--- src/rtl/tick_gen_pkg.sv ---
// Shared types and constants for the multi-channel tick generator.
package tick_gen_pkg;

  localparam int MAX_CH    = 8;
  localparam int MAX_CNT_W = 32;

  localparam int DEFAULT_DIV0 = 50;
  localparam int DEFAULT_DIVN = 1000;
  localparam bit DEFAULT_CASC = 1'b1;

  typedef struct packed {
    logic [MAX_CNT_W-1:0] div;
    logic                 casc;
    logic                 oneshot;
  } tick_ch_cfg_t;

  // Channel-select width; a single channel still needs a 1-bit select.
  function automatic int sel_w(input int n);
    return (n > 1) ? $clog2(n) : 1;
  endfunction

endpackage

--- src/rtl/tick_gen_if.sv ---
// Control/config bus and tick outputs of tick_gen.
// cfg_we is a one-cycle strobe with no ready: the block accepts every write on the edge it is seen.
interface tick_gen_if #(
  parameter int NUM_CH = 3,
  parameter int CNT_W  = 16
);
  import tick_gen_pkg::*;

  localparam int SEL_W = sel_w(NUM_CH);

  logic              en;
  logic              sync_clr;
  logic              cfg_we;
  logic [SEL_W-1:0]  cfg_sel;
  logic [CNT_W-1:0]  cfg_div;
  logic              cfg_casc;
  logic              cfg_oneshot;
  logic [NUM_CH-1:0] tick;
  logic [NUM_CH-1:0] active;

  modport master (
    output en, sync_clr, cfg_we, cfg_sel, cfg_div, cfg_casc, cfg_oneshot,
    input  tick, active
  );

  modport slave (
    input  en, sync_clr, cfg_we, cfg_sel, cfg_div, cfg_casc, cfg_oneshot,
    output tick, active
  );

endinterface

--- src/rtl/tick_gen_ch.sv ---
// One tick channel: divisor counter that advances on clk or on the previous channel's wrap.
// One-shot stopping is compiled in only when TICK_GEN_ONESHOT_EN is defined.
module tick_gen_ch
  import tick_gen_pkg::*;
#(
  parameter int CNT_W    = 16,
  parameter int DEF_DIV  = 50,
  parameter bit DEF_CASC = 1'b0,
  parameter bit FIRST    = 1'b0
) (
  input  logic         clk,
  input  logic         rst,
  input  logic         en,
  input  logic         prev_wrap,
  input  logic         clr,
  input  logic         load,
  input  tick_ch_cfg_t cfg_in,
  output logic         wrap_out,
  output logic         tick,
  output logic         active
);

  localparam tick_ch_cfg_t RST_CFG = '{div:     MAX_CNT_W'(DEF_DIV),
                                       casc:    (FIRST ? 1'b0 : DEF_CASC),
                                       oneshot: 1'b0};

  tick_ch_cfg_t     cfg_q, cfg_d;
  logic [CNT_W-1:0] cnt_q, cnt_d;
  logic             tick_q, tick_d;
  logic             src;
  logic             at_end;

`ifdef TICK_GEN_ONESHOT_EN
  logic done_q, done_d;
  assign active = (cfg_q.div != '0) && !done_q;
`else
  logic unused_oneshot;
  assign unused_oneshot = cfg_q.oneshot;
  assign active         = (cfg_q.div != '0);
`endif

  assign src    = en && (cfg_q.casc ? prev_wrap : 1'b1);
  assign at_end = (MAX_CNT_W'(cnt_q) == (cfg_q.div - MAX_CNT_W'(1)));
  // A write or clear cancels this cycle's wrap, so children see no event either.
  assign wrap_out = src && active && at_end && !load && !clr;
  assign tick     = tick_q;

  always_comb begin
    cfg_d  = cfg_q;
    cnt_d  = cnt_q;
    tick_d = 1'b0;
`ifdef TICK_GEN_ONESHOT_EN
    done_d = done_q;
`endif
    if (clr || load) begin
      cnt_d = '0;
`ifdef TICK_GEN_ONESHOT_EN
      done_d = 1'b0;
`endif
      if (load) begin
        cfg_d = cfg_in;
        if (FIRST) cfg_d.casc = 1'b0;
      end
    end else if (wrap_out) begin
      cnt_d  = '0;
      tick_d = 1'b1;
`ifdef TICK_GEN_ONESHOT_EN
      if (cfg_q.oneshot) done_d = 1'b1;
`endif
    end else if (src && active) begin
      cnt_d = cnt_q + CNT_W'(1);
    end
  end

  always_ff @(posedge clk or negedge rst) begin
    if (!rst) begin
      cfg_q  <= RST_CFG;
      cnt_q  <= '0;
      tick_q <= 1'b0;
`ifdef TICK_GEN_ONESHOT_EN
      done_q <= 1'b0;
`endif
    end else begin
      cfg_q  <= cfg_d;
      cnt_q  <= cnt_d;
      tick_q <= tick_d;
`ifdef TICK_GEN_ONESHOT_EN
      done_q <= done_d;
`endif
    end
  end

endmodule

--- src/rtl/tick_gen.sv ---
// Multi-channel timebase: NUM_CH cascadable divisor channels emitting 1-cycle tick pulses.
// Define TICK_GEN_ONESHOT_EN to honour cfg_oneshot (stop a channel after its first tick).
module tick_gen
  import tick_gen_pkg::*;
#(
  parameter int NUM_CH   = 3,
  parameter int CNT_W    = 16,
  parameter int DEF_DIV0 = DEFAULT_DIV0,
  parameter int DEF_DIVN = DEFAULT_DIVN,
  parameter bit DEF_CASC = DEFAULT_CASC
) (
  input logic       clk,
  input logic       rst,
  tick_gen_if.slave bus
);

  localparam int SEL_W = sel_w(NUM_CH);

  tick_ch_cfg_t      cfg_wr;
  logic [NUM_CH-1:0] wrap;
  logic [NUM_CH-1:0] tick_v;
  logic [NUM_CH-1:0] active_v;
  logic              unused_last_wrap;

  always_comb begin
    cfg_wr         = '0;
    cfg_wr.div     = MAX_CNT_W'(bus.cfg_div);
    cfg_wr.casc    = bus.cfg_casc;
    cfg_wr.oneshot = bus.cfg_oneshot;
  end

  // Out-of-range cfg_sel matches no channel, so such writes are dropped.
  for (genvar i = 0; i < MAX_CH; i++) begin : g_ch
    if (i < NUM_CH) begin : g_on
      logic ch_load;
      logic prev_wrap;

      assign ch_load = bus.cfg_we && (bus.cfg_sel == SEL_W'(i));

      if (i == 0) begin : g_head
        assign prev_wrap = 1'b0;
      end else begin : g_link
        assign prev_wrap = wrap[i-1];
      end

      tick_gen_ch #(
        .CNT_W    (CNT_W),
        .DEF_DIV  ((i == 0) ? DEF_DIV0 : DEF_DIVN),
        .DEF_CASC ((i == 0) ? 1'b0 : DEF_CASC),
        .FIRST    (i == 0)
      ) u_ch (
        .clk       (clk),
        .rst       (rst),
        .en        (bus.en),
        .prev_wrap (prev_wrap),
        .clr       (bus.sync_clr),
        .load      (ch_load),
        .cfg_in    (cfg_wr),
        .wrap_out  (wrap[i]),
        .tick      (tick_v[i]),
        .active    (active_v[i])
      );
    end
  end

  assign unused_last_wrap = wrap[NUM_CH-1];
  assign bus.tick         = tick_v;
  assign bus.active       = active_v;

endmodule

--- src/flat_wrapper.sv ---
// flat-port wrapper written by rule: the top's interface ports become plain ports
module tick_gen_flat import tick_gen_pkg::*;
#(
  parameter int NUM_CH   = 3,
  parameter int CNT_W    = 16,
  parameter int DEF_DIV0 = DEFAULT_DIV0,
  parameter int DEF_DIVN = DEFAULT_DIVN,
  parameter bit DEF_CASC = DEFAULT_CASC
)
  (clk, rst, bus_en, bus_sync_clr, bus_cfg_we, bus_cfg_sel, bus_cfg_div, bus_cfg_casc, bus_cfg_oneshot, bus_tick, bus_active);
  tick_gen_if #(.NUM_CH(NUM_CH), .CNT_W(CNT_W)) bus_i ();
  input logic clk;
  input logic rst;
  input wire logic [$bits(bus_i.en)-1:0] bus_en;
  input wire logic [$bits(bus_i.sync_clr)-1:0] bus_sync_clr;
  input wire logic [$bits(bus_i.cfg_we)-1:0] bus_cfg_we;
  input wire logic [$bits(bus_i.cfg_sel)-1:0] bus_cfg_sel;
  input wire logic [$bits(bus_i.cfg_div)-1:0] bus_cfg_div;
  input wire logic [$bits(bus_i.cfg_casc)-1:0] bus_cfg_casc;
  input wire logic [$bits(bus_i.cfg_oneshot)-1:0] bus_cfg_oneshot;
  output wire logic [$bits(bus_i.tick)-1:0] bus_tick;
  output wire logic [$bits(bus_i.active)-1:0] bus_active;
  assign bus_i.en = bus_en;
  assign bus_i.sync_clr = bus_sync_clr;
  assign bus_i.cfg_we = bus_cfg_we;
  assign bus_i.cfg_sel = bus_cfg_sel;
  assign bus_i.cfg_div = bus_cfg_div;
  assign bus_i.cfg_casc = bus_cfg_casc;
  assign bus_i.cfg_oneshot = bus_cfg_oneshot;
  assign bus_tick = bus_i.tick;
  assign bus_active = bus_i.active;
  tick_gen #(.NUM_CH(NUM_CH), .CNT_W(CNT_W), .DEF_DIV0(DEF_DIV0), .DEF_DIVN(DEF_DIVN), .DEF_CASC(DEF_CASC)) u_core (.clk(clk), .rst(rst), .bus(bus_i));
endmodule
--- config.mk ---
export PLATFORM = sky130hd
export DESIGN_NAME = tick_gen_flat
export DESIGN_NICKNAME = d
export VERILOG_FILES = /design/src/rtl/tick_gen_pkg.sv /design/src/rtl/tick_gen_if.sv /design/src/rtl/tick_gen_ch.sv /design/src/rtl/tick_gen.sv /design/src/flat_wrapper.sv
export SDC_FILE = /design/constraint.sdc
export NUM_CORES = 1
export LEC_CHECK = 0
export CORE_MARGIN = 2
export CORE_UTILIZATION = 45
export CTS_CLUSTER_DIAMETER = 100
export DETAILED_ROUTE_END_ITERATION = 12
export GPL_TIMING_DRIVEN = 0
export RECOVER_POWER = 25
export SYNTH_ARGS = -nofsm -noshare
export SYNTH_HDL_FRONTEND = slang
export SYNTH_HIERARCHICAL = 1
export SYNTH_SLANG_ARGS = --single-unit
--- constraint.sdc ---
create_clock -name clk -period 9.2 [get_ports clk]
set_input_delay 0.92 -clock clk [delete_from_list [all_inputs] [get_ports clk]]
set_output_delay 0.92 -clock clk [all_outputs]
set_load 0.05 [all_outputs]
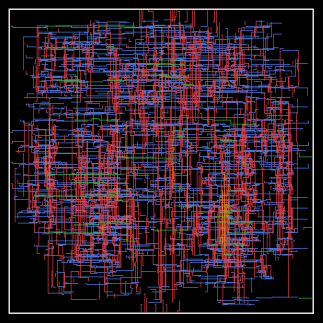
(run_1/layers.png)
Scale: 2 px per um.
layer	colour	wire length
M1	blue	12,300 um
M4	orange	424 um
M3	green	767 um
M2	red	11,900 um

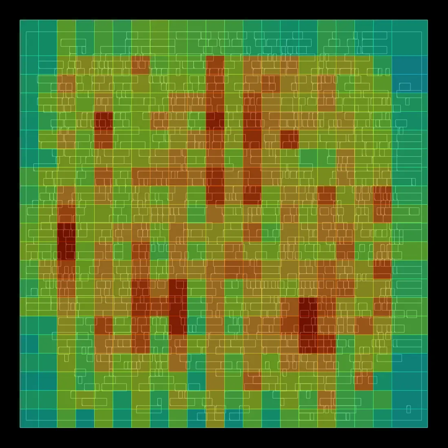
(run_1/congestion_map.png)
total track usage: 22.9%
GR peak layer: met2

==> results.ini, run 1 <==
[outcome]
status = complete, but fails checks
failed_checks = max-capacitance violations, max-slew violations

[sta]
finalHoldWorstSlack_ps = 500
fin_crit_ps = 5930
final_max_slew_viol_count = 54
worst_slack_ps = 3270
max_freq_mhz = 169
rsz0062_at_grt = no
finalHoldViolCount = 0

[clock_network]
postCtsSetupBuffers = 0
hold_buffers = 0
numCtsBuffers = 17
cts_buffer_depth = 2
numClockSinks = 149

[power]
comb_power_w = 0.000441
leakagePower_nw = 4.38
power.switching_w = 0.000646
p_total_w = 0.00195
pg_clk_w = 0.000660
pwr-share-comb_pct = 22.6

[cells_and_area]
nNonClkBuffers = 87
buf_share_pct = 5.35
seq_cell_count = 149
dominant_cells = multi-input combinational cells
syn2layout_area_growth_pct = 14.3
layout_top_cells = dfrtp_1 (132), mux2_2 (85), nor2_1 (63)

[global_routing]
grt_pass1_vias = 7392
grt_use_met2_pct = 36.8
grt_max_degree = 97

[worst_setup_path]
cp_max_fo = 10
cp-end-kind = flop
cp_cell_sequence = clkdlybuf4s50_1 -> nor2_1 -> and4b_1 -> nand2_1 -> nor4_1 -> o2111ai_1 -> nor3_1 -> nand2b_1 -> and3_1 -> and2_0 -> clkbuf_1 -> and4_1 -> nand2b_1 -> and3_1 -> nand2_1 -> buf_2 -> a211oi_1 -> a21o_1
crit_arrival_ps = 6290
critical_path_class = input port to flop
r2r_end = u_core/g_ch[2].g_on.u_ch/cnt_q[7]

[drt]
num_vias = 7988

[flow_run]
cap_violations = 1

[synth]
yosysWarnings = 6

[floorplan]
initCoreUtil_pct = 46.1
coreArea_um2 = 21200

[placed_design]
placed_area_um2 = 10600

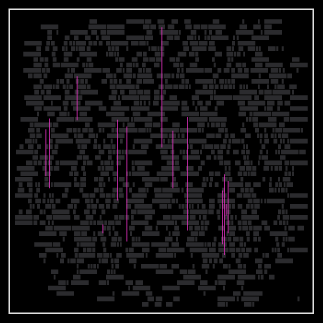
(run_1/m4.png)
Scale: 2 px per um.
longest straight run	59.8 um
main direction	vertical
wire length on this layer	424 um
nets with wire on the layer	10
share of all routed wire	1.7%

[run 1: metal layers]
metal / wire length (um) / vias to the layer above
li1: - / 3851
met1: 12300 / 3951
met2: 11900 / 158
met3: 766 / 28
met4: 423 / 0
met5: 0 / -
[run 1: worst reg2reg max path: stages, from the launching register on]
cell	delay, ps
dfrtp_1	440
inv_1	130
ha_1	220
nor3b_1	360
buf_2	300
nand4_1	390
o21ai_1	300
nor2b_1	180
o2111ai_1	240
nor3_1	350
nand2b_1	150
and3_1	280
and2_0	300
clkbuf_1	380
and4_1	330
nand2b_1	130
and3_1	310
nand2_1	190
buf_2	250
a211oi_1	220
a21o_1	110
## Run 2: what changed since run 1
- clock period: 9.2 -> 5.7 ns (I/O delays scaled with it)
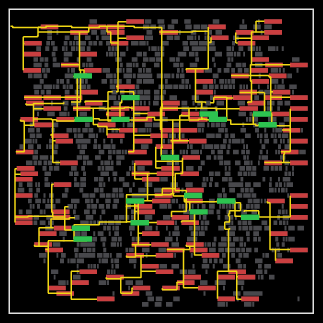
(run_2/clock_wires.png)
Scale: 2 px per um.
[clock-net drivers] green | count: 17
[clock wires] yellow | length: 2,120 um
[flip-flops] red | count: 149
flops lie	all over the die
routed clock nets	18

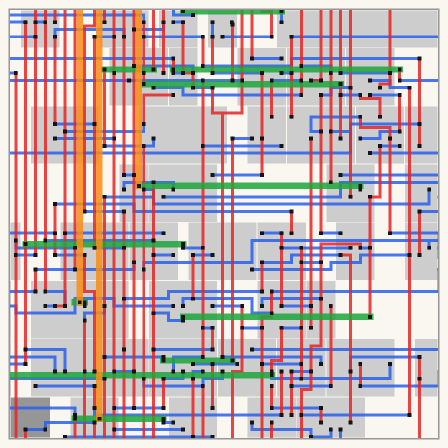
(run_2/closeup.png)
Region (103, 28) to (123, 48) um. Cells in grey, sequential cells in the stronger grey; small squares are vias.
layer	colour
M4	orange
M3	green
M1	blue
M2	red
most frequent	nor4_1 (6), nor2_1 (4), xnor2_1 (3)
cells with their middle in the window	38
sequential cells in the window	0

==> run 2 against run 1 <==
The run still ends with max-capacitance violations, max-slew violations left. Clock skew increased by 1.7 ps. Sequential power rose by 62%. Worst setup slack worse by 2900 ps. Non-clock buffer count up 1. Final area is 0.15% higher. Wire length grew 0.15%. Global-route usage stayed put. Final cell count hardly changed. Area after synthesis stayed put. Die area unchanged. Via count rose by 0.18%. Total power grew 61%. Largest power group unchanged.
==> results.ini, run 2 <==
[global_routing]
grtUsageTotal_pct = 22.9  ; unchanged
grt_max_degree = 97  ; unchanged
top_usage_layer = met2  ; unchanged
grt_use_met2_pct = 36.8  ; unchanged
grt_pass1_vias = 7392  ; unchanged

[cells_and_area]
layout_top_cells = dfrtp_1 (132), mux2_2 (85), nor2_1 (62)  ; was dfrtp_1 (132), mux2_2 (85), nor2_1 (63)
syn2layout_area_growth_pct = 14.4  ; was 14.3%
final_nets = 1123  ; was 1,122

[sta]
max_freq_mhz = 187
finalHoldWorstSlack_ps = 500  ; about the same
fin_crit_ps = 5360
rsz0062_at_grt = no  ; unchanged
finalHoldViolCount = 0  ; unchanged
final_max_slew_viol_count = 54  ; unchanged
worst_slack_ps = 343  ; was 3270 ps

[worst_setup_path]
critical_path_class = flop to flop  ; was input port to flop
crit_path_start_kind = flop  ; was input port
cp_max_fo = 10  ; unchanged
r2r_end = u_core/g_ch[2].g_on.u_ch/cnt_q[7]  ; unchanged
crit_arrival_ps = 5720  ; was 6290 ps
cp_cell_sequence = inv_1 -> ha_1 -> nor3b_1 -> buf_2 -> a21oi_1 -> nand3b_1 -> nor4_1 -> o2111ai_1 -> nor3_1 -> nand2b_1 -> and3_1 -> and2_0 -> clkbuf_2 -> and4_1 -> nand2b_1 -> and3_1 -> nand2_1 -> buf_2 -> a211oi_1 -> a21o_1  ; was clkdlybuf4s50_1 -> nor2_1 -> and4b_1 -> nand2_1 -> nor4_1 -> o2111ai_1 -> nor3_1 -> nand2b_1 -> and3_1 -> and2_0 -> clkbuf_1 -> and4_1 -> nand2b_1 -> and3_1 -> nand2_1 -> buf_2 -> a211oi_1 -> a21o_1
cp-end-kind = flop  ; unchanged

[flow_run]
warning_count = 30  ; unchanged
cap_violations = 1  ; unchanged

[outcome]
status = complete, but fails checks  ; unchanged
failed_checks = max-capacitance violations, max-slew violations  ; unchanged

[min_path]
min_path_cells = 1  ; unchanged
holdPathEnd = u_core/g_ch[0].g_on.u_ch/cfg_q[31]  ; unchanged

[floorplan]
initCoreUtil_pct = 46.1  ; unchanged
coreArea_um2 = 21200  ; unchanged

[drt]
top_layer_used = met4  ; unchanged
met1_length_um = 12300  ; about the same
num_vias = 8002  ; was 7,988
viasPerCell = 5.81  ; about the same
wl_met2_um = 11900  ; about the same
routed-wl-met3_um = 777  ; was 766 um

[placed_design]
placed_area_um2 = 10600  ; unchanged

[power]
leakagePower_nw = 4.39  ; was 4.38 nW
p_total_w = 0.00315  ; was 0.00195 W
ir_drop_v = 0.000187  ; was 0.000116 V

[clock_network]
hold_buffers = 0  ; unchanged
numClockSinks = 149  ; unchanged
cts_buffer_depth = 2  ; unchanged
numCtsBuffers = 17  ; unchanged

[synth]
yosysWarnings = 6  ; unchanged

==> run 2: cell type report <==
cell class | count | share of cell area [%]
clock buffers | 18 | 3.93
flip-flops and latches | 149 | 33.6
repair buffers | 31 | 2.86
inverters | 22 | 0.739
well taps | 275 | 3.08
clock inverters | 14 | 1.09
multi-input cells | 811 | 52.2
plain buffers | 57 | 2.57
==> run 2: report_power, final <==
part           total (W)  switching, W  leakage [nW]  internal [W]
sequential       0.00138      0.000168          1.85       0.00121
combinational   0.000712      0.000389          2.27      0.000323
clock            0.00106      0.000485         0.266      0.000580
==> run 2: timing repair <==
action | 4_1_cts | 5_1_grt
setup endpoints to repair | 0 | 10
gates resized | 0 | 4
buffers inserted | 0 | 1
endpoints found under the hold margin | 0 | 0
## Run 3: what changed since run 2
- RECOVER_POWER: 25 -> unset
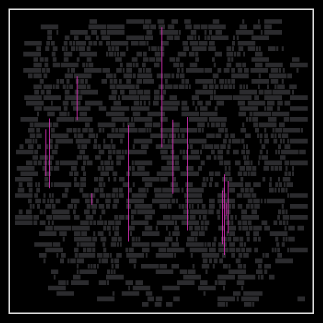
(run_3/m4.png)
Scale: 2 px per um.
share of all routed wire	1.6%
longest straight run	59.8 um
nets with wire on the layer	10

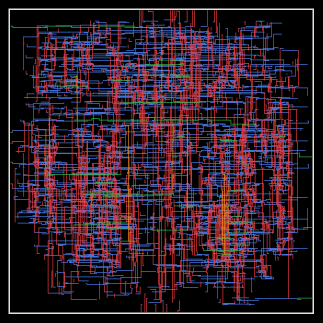
(run_3/layers.png)
Scale: 2 px per um.
wire per inst: 18.4 um
final WL: 25,400 um

==> run 3 against run 2 <==
The run now ends clean. Worst hold slack got worse by 400 ps. Non-clock buffer count did not move. Register-to-register slack barely moved. Global-route usage did not move. Clock power barely moved. Clock skew barely moved. Die area did not move.
==> results.ini, run 3 <==
[outcome]
status = finished clean  ; was complete, but fails checks

[clock_network]
numCtsBuffers = 17  ; unchanged
cts_buffer_depth = 2  ; unchanged
numClockSinks = 149  ; unchanged
hold_buffers = 0  ; unchanged
cts_tree = yes  ; unchanged

[sta]
relSlewSlack_pct = 31.8  ; was -105%
finalHoldViolCount = 0  ; unchanged
worst_slack_ps = 337  ; was 343 ps
final_max_slew_viol_count = 0  ; was 54
fin_crit_ps = 5360  ; about the same
max_freq_mhz = 186  ; was 187 MHz
finalHoldWorstSlack_ps = 99.0  ; was 500 ps
rsz0062_at_grt = no  ; unchanged

[power]
clockPowerShare_pct = 33.8  ; about the same
ir_drop_v = 0.000187  ; about the same
pg_clk_w = 0.00106  ; about the same
leakagePower_nw = 4.40  ; was 4.39 nW
power_frac_seq_pct = 43.6  ; was 43.7%
comb_power_w = 0.000712  ; about the same
pwr-share-comb_pct = 22.6  ; about the same
maxPowerGroup = registers  ; unchanged
swShare_pct = 33.1  ; about the same
seq-power_w = 0.00138  ; about the same
power.switching_w = 0.00104  ; about the same
p_total_w = 0.00315  ; about the same

[worst_setup_path]
critical_path_class = flop to flop  ; unchanged
cp_max_fo = 10  ; unchanged
crit_arrival_ps = 5730  ; was 5720 ps
cp_cell_sequence = inv_1 -> ha_1 -> nor3b_1 -> buf_2 -> a21oi_1 -> nand3b_1 -> nor4_1 -> o2111ai_1 -> nor3_1 -> nand2b_1 -> and3_1 -> and2_0 -> clkbuf_2 -> and4_1 -> nand2b_1 -> and3_1 -> nand2_1 -> buf_2 -> a211oi_1 -> a21o_1  ; unchanged
r2r_end = u_core/g_ch[2].g_on.u_ch/cnt_q[7]  ; unchanged
reg2regPathDepth = 20  ; unchanged
cp-end-kind = flop  ; unchanged
worstPathRequired_ps = 6060  ; about the same
crit_path_start_kind = flop  ; unchanged

[placed_design]
placed_area_um2 = 10600  ; unchanged

[global_routing]
grt_max_degree = 97  ; unchanged
grt_pass1_vias = 7392  ; unchanged
grtUsageTotal_pct = 22.9  ; unchanged

[cells_and_area]
final_nets = 1123  ; unchanged
layout_top_cells = dfrtp_1 (132), mux2_2 (85), nor2_1 (62)  ; unchanged

[floorplan]
initCoreUtil_pct = 46.1  ; unchanged
coreArea_um2 = 21200  ; unchanged

[flow_run]
warning_count = 30  ; unchanged
cap_violations = 0  ; was 1

[synth]
yosysWarnings = 6  ; unchanged

[drt]
viasPerCell = 5.81  ; about the same
num_vias = 7996  ; was 8,002

-- run 3: per-layer routing --
layer  vias up  wire length, um  track usage (%)
met5         -                0                0
met1      3966            12200             32.4
met2       156            11900             36.8
li1       3849                -                -
met4         0              394             5.79
met3        25              831             3.58
-- run 3: area by class of cell --
class | instances | area (um2) | share of cell area [%]
plain buffers | 57 | 287 | 2.56
clock buffers | 18 | 439 | 3.93
clock inverters | 14 | 121 | 1.09
inverters | 22 | 82.6 | 0.739
multi-input cells | 811 | 5820 | 52.1
flip-flops and latches | 149 | 3750 | 33.6
well taps | 275 | 344 | 3.08
repair buffers | 31 | 327 | 2.92
-- run 3: repair_timing --
item	4_1_cts	5_1_grt
resized	0	4
setup endpoints to repair	0	10
buffers inserted	0	1
Power is estimated from default activity; no workload was simulated.
